===== src/rtl/pipe_hazard_ctrl.sv =====
`default_nettype none
// ============================================================================
// Module   : pipe_hazard_ctrl
// Purpose  : Pipeline hazard controller. Detects load-use hazards, handles
//            branch/jump flushes and memory-busy freezes, drains the pipe on
//            stop, and keeps saturating performance counters.
// Revision : 1.0 - initial release
// ============================================================================
module pipe_hazard_ctrl (
  input  logic        clk,
  input  logic        rst,          // asynchronous, active-low
  input  logic        start,
  input  logic [4:0]  id_rs,
  input  logic [4:0]  id_rt,
  input  logic        id_uses_rt,
  input  logic        ex_memread,
  input  logic [4:0]  ex_rt,
  input  logic        branch_taken,
  input  logic        jump,
  input  logic        mem_busy,
  output logic        pc_wr,
  output logic        ifid_wr,
  output logic        nop,
  output logic        ifid_flush,
  output logic        pipe_en,
  output logic [31:0] stall_cnt,
  output logic [31:0] flush_cnt,
  output logic [31:0] run_cnt,
  output logic [1:0]  state
);

  typedef enum logic [1:0] {
    IDLE  = 2'b00,
    RUN   = 2'b01,
    HOLD  = 2'b10,
    DRAIN = 2'b11
  } state_t;

  localparam logic [1:0]  DRAIN_LAST = 2'd2;   // third DRAIN cycle
  localparam logic [31:0] CNT_MAX    = 32'hFFFF_FFFF;

  state_t     cur_state;
  state_t     nxt_state;
  logic [1:0] drain_cnt;
  logic       hazard;
  logic       redirect;
  logic       stall_inc;
  logic       flush_inc;
  logic       run_inc;

  // Load-use hazard: the EX load writes a register the ID instruction reads.
  // Register 0 is hardwired to zero, so a load into it never creates a hazard.
  assign hazard = ex_memread && (ex_rt != 5'd0) &&
                  ((ex_rt == id_rs) || (id_uses_rt && (ex_rt == id_rt)));

  assign redirect  = branch_taken || jump;
  assign run_inc   = (cur_state == RUN);
  assign stall_inc = run_inc && hazard;
  // A stall wins over a redirect: the redirecting instruction is re-presented
  // after the bubble, so flushing now would lose it.
  assign flush_inc = run_inc && !hazard && redirect;

  assign state = cur_state;

  // State register and drain-cycle counter.
  always_ff @(posedge clk or negedge rst) begin
    if (!rst) begin
      cur_state <= IDLE;
      drain_cnt <= 2'd0;
    end else begin
      cur_state <= nxt_state;
      if ((cur_state == DRAIN) && (nxt_state == DRAIN)) begin
        drain_cnt <= drain_cnt + 2'd1;
      end else begin
        drain_cnt <= 2'd0;
      end
    end
  end

  // Next-state and per-state pipeline control outputs.
  always_comb begin
    nxt_state  = cur_state;
    pc_wr      = 1'b0;
    ifid_wr    = 1'b0;
    nop        = 1'b1;
    ifid_flush = 1'b0;
    pipe_en    = 1'b1;
    case (cur_state)
      IDLE: begin
        if (start) begin
          nxt_state = RUN;
        end
      end
      RUN: begin
        if (hazard) begin
          pc_wr   = 1'b0;
          ifid_wr = 1'b0;
          nop     = 1'b1;
        end else begin
          pc_wr      = 1'b1;
          ifid_wr    = 1'b1;
          nop        = 1'b0;
          ifid_flush = redirect;
        end
        // A busy memory must be waited out before stopping.
        if (mem_busy) begin
          nxt_state = HOLD;
        end else if (!start) begin
          nxt_state = DRAIN;
        end
      end
      HOLD: begin
        nop     = 1'b0;
        pipe_en = 1'b0;
        if (!mem_busy) begin
          nxt_state = start ? RUN : DRAIN;
        end
      end
      DRAIN: begin
        ifid_flush = 1'b1;
        // start and mem_busy are deliberately ignored while draining.
        if (drain_cnt == DRAIN_LAST) begin
          nxt_state = IDLE;
        end
      end
      default: begin
        nxt_state = IDLE;
      end
    endcase
  end

  // Saturating performance counters.
  always_ff @(posedge clk or negedge rst) begin
    if (!rst) begin
      stall_cnt <= 32'd0;
      flush_cnt <= 32'd0;
      run_cnt   <= 32'd0;
    end else begin
      if (stall_inc && (stall_cnt != CNT_MAX)) begin
        stall_cnt <= stall_cnt + 32'd1;
      end
      if (flush_inc && (flush_cnt != CNT_MAX)) begin
        flush_cnt <= flush_cnt + 32'd1;
      end
      if (run_inc && (run_cnt != CNT_MAX)) begin
        run_cnt <= run_cnt + 32'd1;
      end
    end
  end

endmodule
`default_nettype wire


===== config.mk =====
export PLATFORM = sky130hd
export DESIGN_NAME = pipe_hazard_ctrl
export DESIGN_NICKNAME = d
export VERILOG_FILES = /design/src/rtl/pipe_hazard_ctrl.sv
export SDC_FILE = /design/constraint.sdc
export NUM_CORES = 1
export LEC_CHECK = 0
export ABC_CLOCK_PERIOD_IN_PS = 2380
export CORE_ASPECT_RATIO = 0.9
export CORE_MARGIN = 8
export CORE_UTILIZATION = 49
export DETAILED_ROUTE_END_ITERATION = 8
export PLACE_DENSITY = 0.8
export SLEW_MARGIN = 20
export SYNTH_ARGS = -nofsm -noshare
export SYNTH_HDL_FRONTEND = slang
export SYNTH_SLANG_ARGS = --single-unit
export TNS_END_PERCENT = 1

===== constraint.sdc =====
create_clock -name clk -period 2.38 [get_ports clk]
set_input_delay 0.476 -clock clk [delete_from_list [all_inputs] [get_ports clk]]
set_output_delay 0.476 -clock clk [all_outputs]
set_load 0.05 [all_outputs]

Placed standard cells:
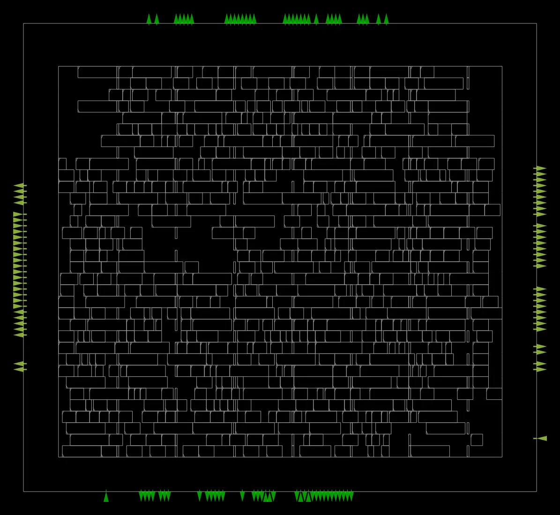
FP Rows: 34
seq_cells: 100

Signal wires on met3:
Scale bar: 20 um.
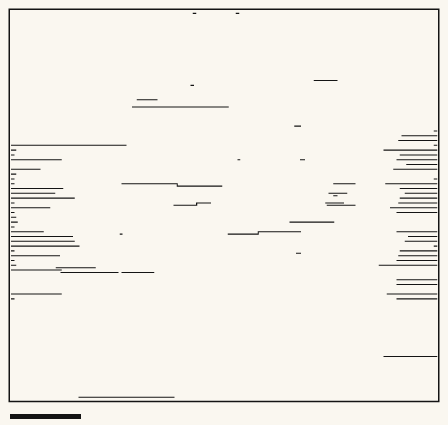
longest straight run: 32.4 um
nets with wire on the layer: 73
wire length on this layer: 734 um
main direction: horizontal

Placed cells, one color a class:
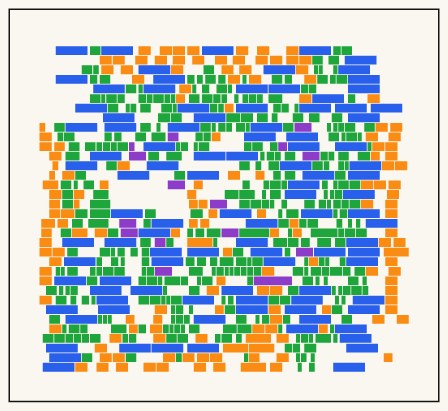
legend:
  green:
    class: remaining logic cells
    cells: 354
    share_of_their_area: 37%
  orange:
    class: remaining buffers and delay cells
    cells: 155
    share_of_their_area: 23%
  blue:
    class: sequential cells
    cells: 100
    share_of_their_area: 38%
  purple:
    class: clock drivers and dummy loads
    cells: 15
    share_of_their_area: 3.0%
design area: 0.00680 mm^2
core area: 0.00970 mm^2
final core occ: 70.1%
sequential share of cell area: 36.8%

Cell density map:
12 x 11 tiles, from white (low) to dark blue (high), 0 to 100% covered.
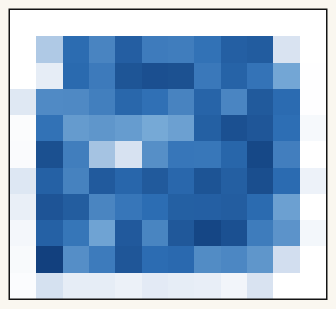
densest ninth of the die: middle
nearly empty tiles: 18%
mean over tiles: 50%
fullest tile: 94%
emptiest ninth of the die: top left

## logic make-up after synthesis
kind of cell    Yosys count
simple gates            217
flops                   100
xor+xnor                 99
buf+inv                  17
compound gates           15
mux                       7
fa+ha+maj                 4
## repair_timing
| item | CTS | global route |
|---|---|---|
| setup buffers | 3 | 1 |
| pin swaps | 11 | 10 |
| hold endpoints to repair | 0 | 0 |
| setup endpoints to repair | 18 | 9 |
| cloned | 0 | 0 |
| resized | 22 | 19 |
| hold buffers | 0 | 0 |
## final timing paths
kind	from	end	slack (ns)	depth (start not counted)
max	ex_rt[4]	nop	0.02	8
max reg2reg	flush_cnt[12]	flush_cnt[28]	0.18	5
max in group asynchronous	rst	run_cnt[21]	1.59	2
min reg2reg	drain_cnt[0]	drain_cnt[0]	0.44	1
min in group clk	drain_cnt[0]	drain_cnt[0]	0.44	1
min	rst	stall_cnt[26]	0.13	1
## metal layers
metal  track usage, %  up-vias  routed length (um)  share of wire [%]
met2             29.5       98                6050                 49
met5                0        -                   0                  0
met1             23.6     1965                5340                 43
met4             5.75        0                 177                1.4
met3             4.53       13                 733                6.0
li1                 -     1924                   -                  -
## layout make-up
class                      instances  area [um^2]
sequential                       100         2500
fill                             745         2900
tap                              126          158
inverter                          12         45.0
timing repair buffer             155         1520
clock inverter                     5         60.1
clock buffer                      10          138
multi-input combinational        342         2380
## per-stage QoR
| stage | setup WS, ns | hold WS [ns] | cells |
|---|---|---|---|
| after floorplan | -0.0448 | 0.180 | 459 |
| after global placement | -0.401 | 0.412 | 731 |
| after detailed placement | -0.456 | 0.416 | 731 |
| after CTS | -0.0630 | 0.137 | 749 |
| after global routing | -0.0313 | 0.157 | 750 |
| final | 0.0214 | 0.127 | 750 |
==> ci_impl_report.md <==
## PnR job results

| Metric | Value |
|---|---|
| Status | complete, no violations |
| Logic pwr share | 36.9% |
| First-pass iteration count of the detailed router | 4 |
| Avg Synthesized Cell Area | 10.7 um^2 |
| Post-route ant nets | 0 |
| Most numerous logic cell after layout | clkdlybuf4s50_1 |
| I/O pin total | 126 |
| Switch share | 38.0% |
| Initial core utilization | 50.4% |
| Ys cells | 459 |
| Final min period | 2.36 ns |
| Top power group | sequential cells |
| Xor/xnor share | 17.7% |
| Initial antenna violation count | 0 |
| Synthesized registers | 100 |
| Routability cong. | 0.886 |
| CP Max Fanout | 3 |
| CTS buffer count | 9 |
| Die extent in y | 111 um |
| CTS tree | yes |
| FFs w/ async S/R, synth | 100% |
| Delay-heaviest family, CP | simple AND/OR/NAND/NOR gates |
| Yosys chip area | 0.00489 mm^2 |
| Slowest stage cell, crit path | or4_4 |
| Clock group total power | 1090 uW |
| Synth cell count leaders | dfrtp_1 (100), xnor2_1 (58), nand2_1 (42) |
| Top Registers | flush_cnt x32, run_cnt x32, stall_cnt x32 |
| Number of global-route vias before repair | 4034 |
| Crit path cell chain | buf_6 -> buf_6 -> or4_4 -> o21ai_4 -> nor2_4 -> nor2_4 -> nor2_4 -> buf_12 |
| Dominant register cell | dfrtp_1 |
| Post-Syn Area | 0.00489 mm^2 |
| Yosys top cell by instances | dfrtp_1 |
| Global-route wire length before repair | 20.4 mm |
| Worst setup EP type | output pin |
| Ranking of synthesized cells by area | dfrtp_1 (51%), xnor2_1 (10%), xor2_1 (7.3%) |
| Number of enable flip-flop cells | 0 |
| Worst EP arrival | 1.88 ns |
| Largest net degree at the start of global routing | 49 |
| Drt wl/cell | 16.4 um |
| Post-DP HPWL | 9.60 mm |
| Final Max Tran Viols | 0 |
| CTS Sinks | 100 |
| Fin Clk Skew | 0.00746 ns |
| Hold crit path type | in2async |
| CP Class | in2out |
| Largest area contributor in the netlist | dfrtp_1 |
| Cell Type Count | 44 |
| Floorplan net count | 486 |
| Hold Fails Final Rpt | 0 |
| Worst path most repeated cell | nor2_4 |
| Final worst-path cycle share | 99.1% |
| MUX area fraction | 1.59% |
| Synth warnings | 0 |
| PwrDens | 724 mW/mm^2 |
| Aoi/oai-family share of the synthesized area | 2.25% |
| Vias | 4000 |
| DR vias/cell | 5.33 |
| Mapped Cells | 459 |
| Clock transition at path regs | 0.09 ns |
| Most numerous logic cells after layout | clkdlybuf4s50_1 (104), dfrtp_1 (100), xnor2_1 (57), nand2_1 (42), xor2_1 (41) |
| P_leak | 0.00299 uW |
| Combinational logic power | 1820 uW |
| Routed WL | 12.3 mm |
| Power Internal | 3050 uW |
| Placed inst area | 0.00657 mm^2 |
| Drt first-iter violations | 269 |
| Sequential share of the synthesized area | 51.2% |
| Clk ins delay skew pair | 0.35 ns |
| Reg power frac | 40.9% |
| Worst slew pin tran | 0.618 ns |
| Share of post-route cells with drive strength above 1 | 13.5% |
| Die width | 121 um |
| Max clock buf depth | 2 |
| Residual overflow from global routing | 0 |
| Yosys adder share | 1.02% |
| GRT Total Usage | 18.3% |
| Switching pwr | 1870 uW |
| CP peak stage delay | 0.49 ns |
| WP buf/inv | 3 |
| RSZ-0062 raised after global routing | true |
| Setup_tns | 0 ns |
| P_seq | 2010 uW |
| Max_slew headroom | 58.8% |
| Dominant comb cell | simple AND/OR/NAND/NOR gates |
| DRC viols | 0 |
| Simple share | 24.7% |
| Max-area cell share | 51.2% |
| CP startpoint kind | input pin |
| Final Total Pwr | 4920 uW |
| Port bufs | 125 |
| Worst Path Required | 1.90 ns |
| Maxcap violations | 0 |
| Clock root cell | clkbuf_8 |
| Synth-to-Final Area Change | 39.1% |
| Nets@finish | 647 |
| Die area | 0.0134 mm^2 |
| Clock power frac | 22.2% |
| Max Fclk | 424 MHz |
| Setup violators final | 0 |
| Log Warnings | 29 |
| H-tree levels | 3 |
| Maximum VDD drop | 0.000715 V |
| Ant diodes | 0 |
No activity file was given, so power comes from the tool's default toggle rates.
